$ cat src/rtl/pc_unit_pkg.sv
// Shared definitions for the program-counter unit.
//   REG_WIDTH_DEF    : default PC/register width (32; 64 also legal)
//   RESET_VECTOR_DEF : PC loaded by reset (zero-extended to REG_WIDTH)
//   EXC_VECTOR_DEF   : PC loaded on an exception (zero-extended to REG_WIDTH)
//   pc_sel_e         : next-PC source selected by pc_target_calc
package pc_unit_pkg;

    localparam int          REG_WIDTH_DEF    = 32;
    localparam logic [31:0] RESET_VECTOR_DEF = 32'h0000_0000;
    localparam logic [31:0] EXC_VECTOR_DEF   = 32'h8000_0180;

    typedef enum logic [2:0] {
        SEL_SEQ = 3'd0,
        SEL_BR  = 3'd1,
        SEL_J   = 3'd2,
        SEL_JR  = 3'd3,
        SEL_EXC = 3'd4
    } pc_sel_e;

endpackage

$ cat src/rtl/pc_unit_if.sv
// Control/address bundle between the decode stage and the PC unit.
//   master : decode side, drives stall/exc/jump/branch controls, zero,
//            imm26 and rs_val; receives pc, inc_pc, link_addr, pcsrc,
//            misaligned
//   slave  : pc_unit side, the mirror image
interface pc_unit_if
    import pc_unit_pkg::*;
#(
    parameter int REG_WIDTH = REG_WIDTH_DEF
) ();

    logic                 stall;
    logic                 exc;
    logic                 j;
    logic                 jal;
    logic                 jr;
    logic                 beq;
    logic                 bne;
    logic                 zero;
    logic [25:0]          imm26;
    logic [REG_WIDTH-1:0] rs_val;
    logic [REG_WIDTH-1:0] pc;
    logic [REG_WIDTH-1:0] inc_pc;
    logic [REG_WIDTH-1:0] link_addr;
    logic                 pcsrc;
    logic                 misaligned;

    modport master (
        output stall, exc, j, jal, jr, beq, bne, zero, imm26, rs_val,
        input  pc, inc_pc, link_addr, pcsrc, misaligned
    );

    modport slave (
        input  stall, exc, j, jal, jr, beq, bne, zero, imm26, rs_val,
        output pc, inc_pc, link_addr, pcsrc, misaligned
    );

endinterface

$ cat src/rtl/pc_target_calc.sv
// Combinational next-PC target computation and source selection.
//   inc_pc        : pc + 4 of the current instruction
//   imm26, rs_val : jump field / branch offset and jr register
//   j,jal,jr,beq,bne,zero,stall,exc : decoded control
//   sel           : chosen source (exc > jr > j/jal > taken branch > seq)
//   target        : address for sel (inc_pc for SEL_SEQ)
//   redirect      : a jump or taken branch is requested and not stalled
//   jr_misaligned : rs_val low bits non-zero
// Stall-hold and delay-slot sequencing (PC_UNIT_DELAY_SLOT_EN) live in pc_unit.
module pc_target_calc
    import pc_unit_pkg::*;
#(
    parameter int                   REG_WIDTH  = REG_WIDTH_DEF,
    parameter logic [REG_WIDTH-1:0] EXC_VECTOR = REG_WIDTH'(EXC_VECTOR_DEF)
) (
    input  logic [REG_WIDTH-1:0] inc_pc,
    input  logic [25:0]          imm26,
    input  logic [REG_WIDTH-1:0] rs_val,
    input  logic                 j,
    input  logic                 jal,
    input  logic                 jr,
    input  logic                 beq,
    input  logic                 bne,
    input  logic                 zero,
    input  logic                 stall,
    input  logic                 exc,
    output pc_sel_e              sel,
    output logic [REG_WIDTH-1:0] target,
    output logic                 redirect,
    output logic                 jr_misaligned
);

    // Word offset of a branch: sign-extended imm16 scaled by 4.
    function automatic logic signed [REG_WIDTH-1:0] br_offset(input logic [15:0] imm);
        logic signed [REG_WIDTH-1:0] off;
        off = {{(REG_WIDTH-18){imm[15]}}, imm, 2'b00};
        return off;
    endfunction

    logic                 br_taken;
    logic [REG_WIDTH-1:0] br_target;
    logic [REG_WIDTH-1:0] j_target;
    logic [REG_WIDTH-1:0] jr_target;

    // Both branch flags together: taken if either condition holds.
    assign br_taken      = (beq & zero) | (bne & ~zero);
    assign br_target     = inc_pc + $unsigned(br_offset(imm26[15:0]));
    assign j_target      = {inc_pc[REG_WIDTH-1:28], imm26, 2'b00};
    assign jr_target     = {rs_val[REG_WIDTH-1:2], 2'b00};
    assign jr_misaligned = |rs_val[1:0];
    assign redirect      = (j | jal | jr | br_taken) & ~stall;

    always_comb begin
        sel    = SEL_SEQ;
        target = inc_pc;
        if (exc) begin
            sel    = SEL_EXC;
            target = EXC_VECTOR;
        end else if (jr) begin
            sel    = SEL_JR;
            target = jr_target;
        end else if (j | jal) begin
            sel    = SEL_J;
            target = j_target;
        end else if (br_taken) begin
            sel    = SEL_BR;
            target = br_target;
        end
    end

endmodule

$ cat src/rtl/pc_unit.sv
// Program counter with MIPS-style jump/branch/jr redirection and exceptions.
//   clk   : rising-edge clock
//   rst_n : asynchronous active-low reset (pc <= RESET_VECTOR)
//   bus   : pc_unit_if.slave -- controls in; pc, inc_pc, link_addr,
//           pcsrc, misaligned out
// Build option: define PC_UNIT_DELAY_SLOT_EN for branch-delay-slot
// behaviour (pending target register, link_addr = pc + 8). Default build
// redirects on the next edge and link_addr = pc + 4.
module pc_unit
    import pc_unit_pkg::*;
#(
    parameter int                   REG_WIDTH    = REG_WIDTH_DEF,
    parameter logic [REG_WIDTH-1:0] RESET_VECTOR = REG_WIDTH'(RESET_VECTOR_DEF),
    parameter logic [REG_WIDTH-1:0] EXC_VECTOR   = REG_WIDTH'(EXC_VECTOR_DEF)
) (
    input  logic      clk,
    input  logic      rst_n,
    pc_unit_if.slave  bus
);

    logic [REG_WIDTH-1:0] pc_p0;
    logic                 mis_p0;
    logic [REG_WIDTH-1:0] inc_pc;
    logic [REG_WIDTH-1:0] target;
    logic [REG_WIDTH-1:0] next_pc;
    logic                 redirect;
    logic                 jr_misaligned;
    logic                 mis_d;
    pc_sel_e              sel;

    assign inc_pc = pc_p0 + REG_WIDTH'(4);

    pc_target_calc #(
        .REG_WIDTH  (REG_WIDTH),
        .EXC_VECTOR (EXC_VECTOR)
    ) u_calc (
        .inc_pc        (inc_pc),
        .imm26         (bus.imm26),
        .rs_val        (bus.rs_val),
        .j             (bus.j),
        .jal           (bus.jal),
        .jr            (bus.jr),
        .beq           (bus.beq),
        .bne           (bus.bne),
        .zero          (bus.zero),
        .stall         (bus.stall),
        .exc           (bus.exc),
        .sel           (sel),
        .target        (target),
        .redirect      (redirect),
        .jr_misaligned (jr_misaligned)
    );

`ifdef PC_UNIT_DELAY_SLOT_EN
    logic                 pend_vld_p0;
    logic                 pend_vld_d;
    logic                 pend_load;
    logic [REG_WIDTH-1:0] pend_tgt_p0;

    // While a target is pending the current instruction is the delay slot:
    // its redirect inputs are ignored.
    always_comb begin
        next_pc    = pc_p0;
        pend_vld_d = pend_vld_p0;
        pend_load  = 1'b0;
        if (bus.exc) begin
            next_pc    = EXC_VECTOR;
            pend_vld_d = 1'b0;
        end else if (!bus.stall) begin
            if (pend_vld_p0) begin
                next_pc    = pend_tgt_p0;
                pend_vld_d = 1'b0;
            end else begin
                next_pc = inc_pc;
                if (redirect) begin
                    pend_vld_d = 1'b1;
                    pend_load  = 1'b1;
                end
            end
        end
    end

    assign mis_d         = (sel == SEL_JR) & ~bus.stall & ~pend_vld_p0 & jr_misaligned;
    assign bus.link_addr = pc_p0 + REG_WIDTH'(8);

    // ---- stage p0: pending target (data only, qualified by pend_vld_p0)
    always_ff @(posedge clk) begin
        if (pend_load) begin
            pend_tgt_p0 <= target;
        end
    end

    always_ff @(posedge clk or negedge rst_n) begin
        if (!rst_n) begin
            pend_vld_p0 <= 1'b0;
        end else begin
            pend_vld_p0 <= pend_vld_d;
        end
    end
`else
    // exc bypasses stall; otherwise stall holds, else take the selected target.
    assign next_pc       = (bus.exc || !bus.stall) ? target : pc_p0;
    assign mis_d         = (sel == SEL_JR) & ~bus.stall & jr_misaligned;
    assign bus.link_addr = inc_pc;
`endif

    // ---- stage p0: architectural PC and misalignment flag
    always_ff @(posedge clk or negedge rst_n) begin
        if (!rst_n) begin
            pc_p0  <= RESET_VECTOR;
            mis_p0 <= 1'b0;
        end else begin
            pc_p0  <= next_pc;
            mis_p0 <= mis_d;
        end
    end

    assign bus.pc         = pc_p0;
    assign bus.inc_pc     = inc_pc;
    assign bus.pcsrc      = redirect;
    assign bus.misaligned = mis_p0;

endmodule

$ cat src/flat_wrapper.sv
// flat-port wrapper written by rule: the top's interface ports become plain ports
module pc_unit_flat import pc_unit_pkg::*;
#(
    parameter int                   REG_WIDTH    = REG_WIDTH_DEF,
    parameter logic [REG_WIDTH-1:0] RESET_VECTOR = REG_WIDTH'(RESET_VECTOR_DEF),
    parameter logic [REG_WIDTH-1:0] EXC_VECTOR   = REG_WIDTH'(EXC_VECTOR_DEF)
)
  (clk, rst_n, bus_stall, bus_exc, bus_j, bus_jal, bus_jr, bus_beq, bus_bne, bus_zero, bus_imm26, bus_rs_val, bus_pc, bus_inc_pc, bus_link_addr, bus_pcsrc, bus_misaligned);
  pc_unit_if #(.REG_WIDTH(REG_WIDTH)) bus_i ();
  input  logic clk;
  input  logic rst_n;
  input wire logic [$bits(bus_i.stall)-1:0] bus_stall;
  input wire logic [$bits(bus_i.exc)-1:0] bus_exc;
  input wire logic [$bits(bus_i.j)-1:0] bus_j;
  input wire logic [$bits(bus_i.jal)-1:0] bus_jal;
  input wire logic [$bits(bus_i.jr)-1:0] bus_jr;
  input wire logic [$bits(bus_i.beq)-1:0] bus_beq;
  input wire logic [$bits(bus_i.bne)-1:0] bus_bne;
  input wire logic [$bits(bus_i.zero)-1:0] bus_zero;
  input wire logic [$bits(bus_i.imm26)-1:0] bus_imm26;
  input wire logic [$bits(bus_i.rs_val)-1:0] bus_rs_val;
  output wire logic [$bits(bus_i.pc)-1:0] bus_pc;
  output wire logic [$bits(bus_i.inc_pc)-1:0] bus_inc_pc;
  output wire logic [$bits(bus_i.link_addr)-1:0] bus_link_addr;
  output wire logic [$bits(bus_i.pcsrc)-1:0] bus_pcsrc;
  output wire logic [$bits(bus_i.misaligned)-1:0] bus_misaligned;
  assign bus_i.stall = bus_stall;
  assign bus_i.exc = bus_exc;
  assign bus_i.j = bus_j;
  assign bus_i.jal = bus_jal;
  assign bus_i.jr = bus_jr;
  assign bus_i.beq = bus_beq;
  assign bus_i.bne = bus_bne;
  assign bus_i.zero = bus_zero;
  assign bus_i.imm26 = bus_imm26;
  assign bus_i.rs_val = bus_rs_val;
  assign bus_pc = bus_i.pc;
  assign bus_inc_pc = bus_i.inc_pc;
  assign bus_link_addr = bus_i.link_addr;
  assign bus_pcsrc = bus_i.pcsrc;
  assign bus_misaligned = bus_i.misaligned;
  pc_unit #(.REG_WIDTH(REG_WIDTH), .RESET_VECTOR(RESET_VECTOR), .EXC_VECTOR(EXC_VECTOR)) u_core (.clk(clk), .rst_n(rst_n), .bus(bus_i));
endmodule
$ cat config.mk
export PLATFORM = sky130hd
export DESIGN_NAME = pc_unit_flat
export DESIGN_NICKNAME = d
export VERILOG_FILES = /design/src/rtl/pc_unit_pkg.sv /design/src/rtl/pc_unit_if.sv /design/src/rtl/pc_target_calc.sv /design/src/rtl/pc_unit.sv /design/src/flat_wrapper.sv
export SDC_FILE = /design/constraint.sdc
export NUM_CORES = 1
export LEC_CHECK = 0
export CAP_MARGIN = 10
export CORE_ASPECT_RATIO = 1.1
export CORE_MARGIN = 2
export CORE_UTILIZATION = 50
export DETAILED_ROUTE_END_ITERATION = 6
export PLACE_DENSITY = 0.95
export SYNTH_ARGS = -nofsm -noshare
export SYNTH_HDL_FRONTEND = slang
export SYNTH_SLANG_ARGS = --single-unit
$ cat constraint.sdc
create_clock -name clk -period 6.1 [get_ports clk]
set_input_delay 0.915 -clock clk [delete_from_list [all_inputs] [get_ports clk]]
set_output_delay 0.915 -clock clk [all_outputs]
set_load 0.005 [all_outputs]
Figure 1. Metal 1 (run 1).
Bar = 20 um. Supply wires on this layer in gray.
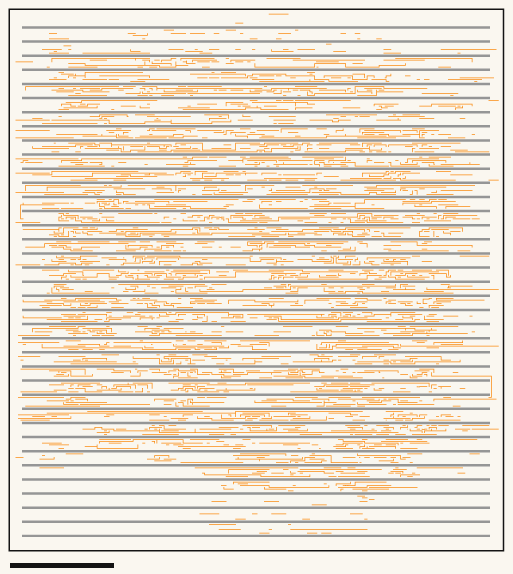
wire length on this layer	6,210 um
share of all routed wire	37%
main direction	horizontal
nets with wire on the layer	725
longest straight run	46.0 um
vias: 5,384
met1 usage: 0.384
drt total wl: 16.7 mm

Figure 2. M2 wires (run 1).
Bar = 20 um.
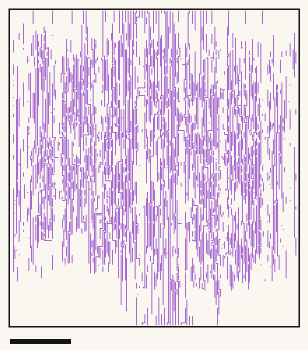
longest straight run	44.2 um
wire length on this layer	7,930 um
main direction	vertical
nets with wire on the layer	744
share of all routed wire	47%
met2 Track Usage GR: 0.556

Figure 3. M3 wires (run 1).
Cells faint in the background.
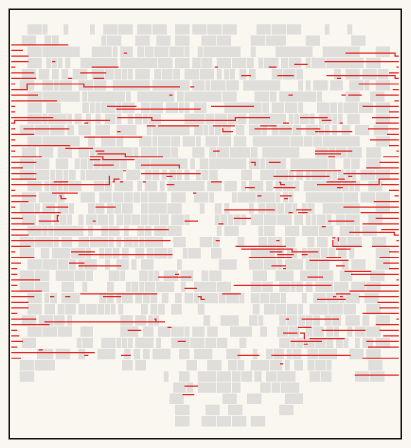
nets with wire on the layer	193
main direction	horizontal
share of all routed wire	8.7%
M3 GR Usage: 0.0616

==> summary.txt, run 1 <==
fresh numbers from the pnr run: setup ws final=1480 ps, fmax=between 0.2 and 0.25 GHz, Post-synth ARST share=1.00, EDFF count, synth=0, tool warnings=32, crit path cell chain=ha_1 -> nand2_1 -> nor2_1 -> and2_0 -> nand2_1 -> xnor2_1 -> ha_1 -> a21o_1 -> a221oi_2 -> o21ai_1 -> a221o_1 -> o311ai_2 -> a211oi_1 -> or4b_1 -> nand2_1 -> o21ai_1, sw frac=0.397, Min-Delay Path Depth=2, # port buffers=around 160, crit path from=u_core.bus.pc[3]$_DFFE_PN0P_, reg2reg end=u_core.bus.pc[31]$_DFFE_PN0P_, vias in the first global route=between 5,000 and 6,000, Max clock buf depth=2, GR Overflow Total=0, share of post-route cells with drive strength above 1=0.0402, GPL Wtd Cong=~0.92, Root Buffer=clkbuf_8, yosys warns=0, hold_ws=607 ps, DR WL/cell=19.5 um, Post-Layout Cell Count=860, P_leak=2.54 nW, postcts setup bufs=0, peak supply drop=roughly 0.00013 V, Registers, synthesis=31, CP endpoint=u_core.bus.pc[31]$_DFFE_PN0P_, Worst Path Required=6270 ps, CP Max Fanout=6, Avg Synthesized Cell Area=7.20 um2, Post-synth seq share=0.171, H-tree level count=2, DR iter-0 viols=around 380, Main synth FF type=dfrtp_1, post-DP HPWL=approximately 13 mm, worst hold path class=register to register, Worst Skew=just under 5 ps, ys cells=~630, FP Util=0.515, Worst Hold Launch=u_core.bus.pc[3]$_DFFE_PN0P_, initial antenna violation count=0, Psw=0.356 mW, hold endpoint=u_core.bus.pc[3]$_DFFE_PN0P_, Crit path top cell by count=nand2_1, setup violators final=0, first-pass GRT wire length=between 20 and 30 mm, max cap viols=0, DRC errors left=0, Worst path max stage delay=approximately 550 ps, Placed Cells=approximately 850, Slew Viols, Final=0, # rows=36, Nets=851, TritonCTS clock tree=built, core footprint=roughly 8800 um2, Int Pwr=~0.54 mW, Die X=~95 um, Hold Violations, Final=0, Fin Setup TNS=0 ps, Worst Max-Slew Pin Slew=837 ps, Slowest cell on crit path=or4b_1, I/O pin count=166, Post-Syn Area=4550 um2, vias per inst=around 6.3, All-Layer GR Usage=0.332, Clock Pin Slew Worst Setup and Hold Paths=70 ps, worst skew pair latency=between 200 and 300 ps, placed inst area=5980 um2, CP arrival=around 4800 ps, R2R setup slack=~1500 ps, post-cts sizing count=0, Min Clock Period, post-route=4620 ps, DRT antenna net count=0, Setup WS pre-CTS=1460 ps, CTS buffer count=5, clock sinks=31, pwr dens=approximately 150 nW/um2, post-route cell area=approximately 6100 um2, crit path kind=register to register, Unique cell types=64, antenna cell count=0, Yosys chip area=around 4500 um2, CP Capture Type=register, final core occ=0.687, Logic pwr share=0.541, RR Startpoint=u_core.bus.pc[3]$_DFFE_PN0P_, Startpoint Class=register, RSZ-0062 raised after global routing=false, TritonRoute pass-1 iters=5, Post-Synthesis Cells=between 600 and 700, CTS Hold Buffers Added=0, status=complete, no violations, die area=between 9000 and 10,000 um2, Clk pwr share=0.189, Rel. slew slack=0.431, Die H=104 um, Layout area overhead=33.4%, reg2reg path depth=16, largest net degree at the start of global routing=between 50 and 60
[run 1: registers in the layout, summed over array words and instances, names as in the netlist]
name / flops
u_core.bus.pc: 30
u_core.bus.misaligned: 1
[run 1: layout by cell type, fill, tap and decap left out, types with 5 or more instances in the layout]
cell type / instances
xnor2_1: 25
a311oi_1: 5
o21ai_0: 34
ha_1: 36
buf_4: 6
mux2i_1: 5
nor3_1: 20
clkbuf_8: 6
clkdlybuf4s50_1: 158
and3_1: 11
a211oi_1: 20
nor2_1: 67
conb_1: 6
nand3_1: 20
o31ai_1: 5
a221oi_1: 7
dfrtp_1: 31
a21o_1: 17
xor2_1: 19
o211ai_1: 12
inv_1: 22
a21oi_1: 50
nand2_1: 75
nand4_1: 11
[run 1: synth_stat cells, types with 3 or more instances]
library cell	instances	area [um2]
xnor2_1	25	219
and3_1	11	68.8
nor2b_1	3	18.8
ha_1	36	450
dfrtp_1	31	776
xor2_1	19	166
o21bai_1	4	30.0
nand4_1	11	68.8
a211oi_1	20	150
or2_2	3	18.8
and2_1	3	18.8
nand2_1	75	282
nor3_1	20	100
o21a_1	3	22.5
a21o_1	17	128
clkbuf_1	22	82.6
o2111ai_1	3	26.3
a311oi_1	5	43.8
o211ai_1	12	90.1
or3_1	3	18.8
nand3_1	20	100
inv_1	22	82.6
buf_4	36	270
buf_1	4	15.0
nor2_1	68	255
a221oi_1	7	61.3
a21oi_1	50	250
o31ai_1	5	37.5
a311o_1	4	40.0
o21ai_0	34	170
mux2i_1	6	60.1
o22ai_1	3	18.8
[run 1: final cells by class]
class                   instances  area, um2
multi-input cells             519       3340
clock buffers                   6       82.6
fillers                       698       2760
inverters                      24       90.1
clock inverters                 1       5.00
well taps                     114        143
flip-flops and latches         31        776
repair buffers                165       1630
[run 1: power groups by stage]
| stage | logic [mW] | clock network, mW | registers (mW) |
|---|---|---|---|
| floorplan | 0.281 | 0 | 0.241 |
| CTS | 0.478 | 0.167 | 0.241 |
| finish | 0.485 | 0.170 | 0.241 |
| detailed placement | 0.475 | 0 | 0.244 |
| global placement | 0.466 | 0 | 0.244 |
| global route | 0.525 | 0.179 | 0.244 |
[run 1: cell families (layout without fill, tap and decap cells)]
group | count (synthesis) | in the layout | share of synthesized area
compound gates | 192 | 192 | 0.286
fa+ha+maj | 37 | 37 | 0.103
buf+inv | 86 | 196 | 0.101
other cells | 1 | 6 | 0.000825
xor+xnor | 44 | 44 | 0.0848
mux | 8 | 8 | 0.0182
flops | 31 | 31 | 0.171
simple gates | 232 | 232 | 0.235
[run 1: worst max-delay path: cells and delay by family, from the launching register on]
kind | cells | cell delay (ps)
compound gates | 7 | 1510
xor+xnor | 1 | 490
fa+ha+maj | 2 | 650
flops | 1 | 410
simple gates | 6 | 1430
[run 1: per-layer routing]
metal / vias to the layer above / GRT usage / part of all wire
met1: 2466 / 0.384 / 0.37
met2: 347 / 0.556 / 0.47
met5: - / 0 / 0
met4: 0 / 0.201 / 0.068
met3: 78 / 0.0616 / 0.087
li1: 2493 / - / -
Figure 4. Congestion heat map (run 1).
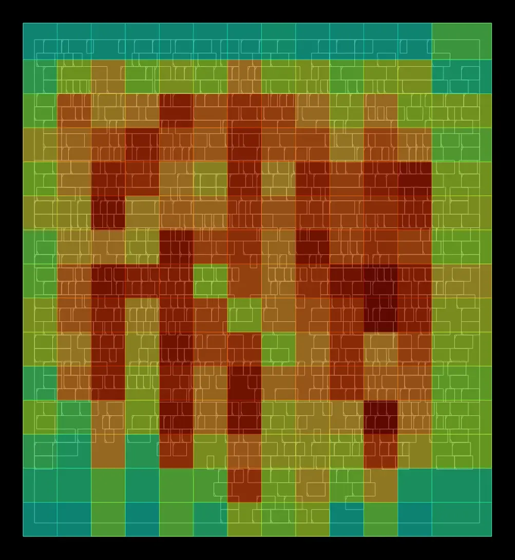

==> run 2: changes to the inputs <==
CORE_UTILIZATION = 46   (was 50)
PLACE_DENSITY = 0.91   (was 0.95)
clock period = 4.5 ns   (was 6.1 ns; I/O delays follow)
Figure 5. Congestion heat map (run 2).
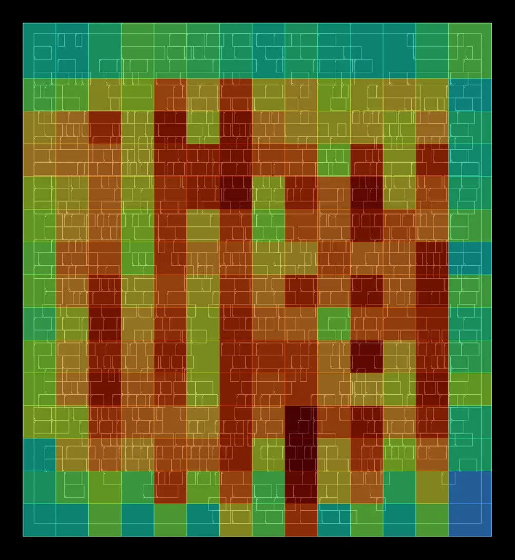
DR WL/cell: 20.2 um
M3 GR Usage: 0.0608
met2 Track Usage GR: 0.590

Figure 6. M2 wires (run 2).
Bar = 20 um.
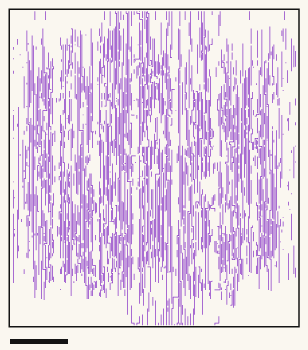
wire length on this layer	8,830 um
longest straight run	76.5 um
vias: 5,490
drt total wl: 17.9 mm

==> summary.txt, run 2 <==
fresh numbers from the pnr run: Main synth FF type=dfrtp_1, CTS buffer count=5, Min-Delay Path Depth=2, peak supply drop=~0.00015 V, Hold Violations, Final=0, Die X=approximately 99 um, worst skew pair latency=between 200 and 300 ps, EDFF count, synth=0, xor/xnor share=0.0848, first-pass GRT wire length=roughly 28 mm, Worst Hold Launch=u_core.bus.pc[3]$_DFFE_PN0P_, count leader, synth=nand2_1, simple share=0.235, die area=10,700 um2, Rel. slew slack=0.415, crit path kind=register to register, antenna cell count=0, Top-area cell share=0.171, setup violators final=0, Worst Skew=4.37 ps, post-DP HPWL=between 10 and 15 mm, RSZ-0062 raised after global routing=false, All-Layer GR Usage=0.328, ys cells=approximately 630, most frequent logic cell in the layout=clkdlybuf4s50_1, status=complete, no violations, vias per inst=6.22, H-tree level count=2, tool warnings=32, Main logic family=AND-OR/OR-AND gates, vias in the first global route=between 5,000 and 6,000, initial antenna violation count=1, worst hold path class=register to register, Post-Syn Area=between 4000 and 5000 um2, # rows=38, Fin Setup TNS=0 ps, cell accounting for the most synthesized area=dfrtp_1, Post-synth seq share=0.171, Multiplexer share=0.0182, pwr dens=about 200 nW/um2, R2R setup slack=280 ps, hold endpoint=u_core.bus.pc[3]$_DFFE_PN0P_, Post-synth ARST share=1.00, GPL Wtd Cong=between 0.9 and 1, TritonRoute pass-1 iters=5, Clock Pin Slew Worst Setup and Hold Paths=approximately 70 ps, # fillers=around 890, Worst Path Required=4660 ps, core footprint=9750 um2, Nets=approximately 870, Yosys chip area=around 4500 um2, Startpoint Class=register, yosys warns=0, TritonCTS clock tree=built, Min Clock Period, post-route=between 4000 and 5000 ps, CP Capture Type=register, DRC errors left=0, Max clock buf depth=2, Die H=108 um, fmax=approximately 0.24 GHz, top cells by count=nand2_1, nor2_1, a21oi_1, DR iter-0 viols=~330, clock sinks=31, reg2reg path depth=15, share of post-route cells with drive strength above 1=0.0643, Placed Cells=about 900, Root Buffer=clkbuf_8, total area of sequential cells=roughly 780 um2, DRT antenna net count=0, FP Util=0.466, Avg Synthesized Cell Area=7.20 um2, Slew Viols, Final=0, Combinational Area=~3400 um2, CP Max Fanout=7, GRT busiest layer=met2, CTS Hold Buffers Added=0, max reg flops=30
## run 2: cells by family (layout without fill, tap and decap cells)
kind of cell | count (synthesis) | in the layout
AND/OR/NAND/NOR | 232 | 232
AND-OR/OR-AND | 192 | 192
buffers and inverters | 86 | 212
XOR/XNOR | 44 | 44
adder cells (fa/ha/maj) | 37 | 37
flip-flops | 31 | 31
multiplexers | 8 | 8
other | 1 | 6
## run 2: worst max path at each step
| stage | from | end | slack, ps |
|---|---|---|---|
| floorplan | u_core.bus.pc[2]$_DFFE_PN0P_ | u_core.bus.pc[31]$_DFFE_PN0P_ | 620 |
| global placement | u_core.bus.pc[3]$_DFFE_PN0P_ | u_core.bus.pc[19]$_DFFE_PN0P_ | 110 |
| detailed placement | u_core.bus.pc[3]$_DFFE_PN0P_ | u_core.bus.pc[19]$_DFFE_PN0P_ | 50 |
| CTS | u_core.bus.pc[3]$_DFFE_PN0P_ | u_core.bus.pc[19]$_DFFE_PN0P_ | 30 |
| global route | u_core.bus.pc[12]$_DFFE_PN0P_ | u_core.bus.pc[31]$_DFFE_PN0P_ | 10 |
| finish | u_core.bus.pc[12]$_DFFE_PN0P_ | u_core.bus.pc[31]$_DFFE_PN0P_ | 280 |
## run 2: cell type report
type / count / share of cell area
Tap cell: 120 / 0.0241
Multi-Input combinational cell: 519 / 0.540
Sequential cell: 31 / 0.125
Timing Repair Buffer: 180 / 0.280
Clock buffer: 8 / 0.0161
Inverter: 24 / 0.0145
## run 2: metrics by stage
step / cell area [um2] / utilization / hold slack [ps] / worst slack (ps)
3_3_place_gp: 6100 / 0.626 / 551 / 107
5_1_grt: 6220 / 0.638 / 644 / 13.1
4_1_cts: 6200 / 0.636 / 595 / 28.8
3_5_place_dp: 6100 / 0.626 / 584 / 49.6
6_report: 6220 / 0.638 / 594 / 281
2_1_floorplan: 4560 / - / 379 / 624
## run 2: what timing repair did
action                                  4_1_cts  5_1_grt
setup buffers                                 0        0
endpoints found under the setup margin        0        7
resized                                       0        5
## run 2: critical path: stages (launching register included)
cell,delay [ps]
dfrtp_1,480
and4_1,300
and4_1,270
nand4_1,210
nor2_1,230
nand2_1,90
xnor2_1,390
ha_1,390
a21oi_1,160
o21bai_1,120
a221o_1,360
o311ai_2,320
a211oi_1,140
or4b_1,510
nand2_1,70
o21ai_1,60
## run 2: where the power goes
group	switching (mW)	internal, mW	leakage [nW]
clock	0.107	0.140	0.0515
combinational	0.355	0.328	2.18
sequential	0.0300	0.298	0.397
## run 2: layer usage
metal | vias to the layer above | wire length [um]
li1 | 2525 | -
met1 | 2610 | 6570
met2 | 291 | 8830
met3 | 62 | 1380
met4 | 2 | 1060
met5 | - | 13
No activity file was given, so power comes from the tool's default toggle rates.
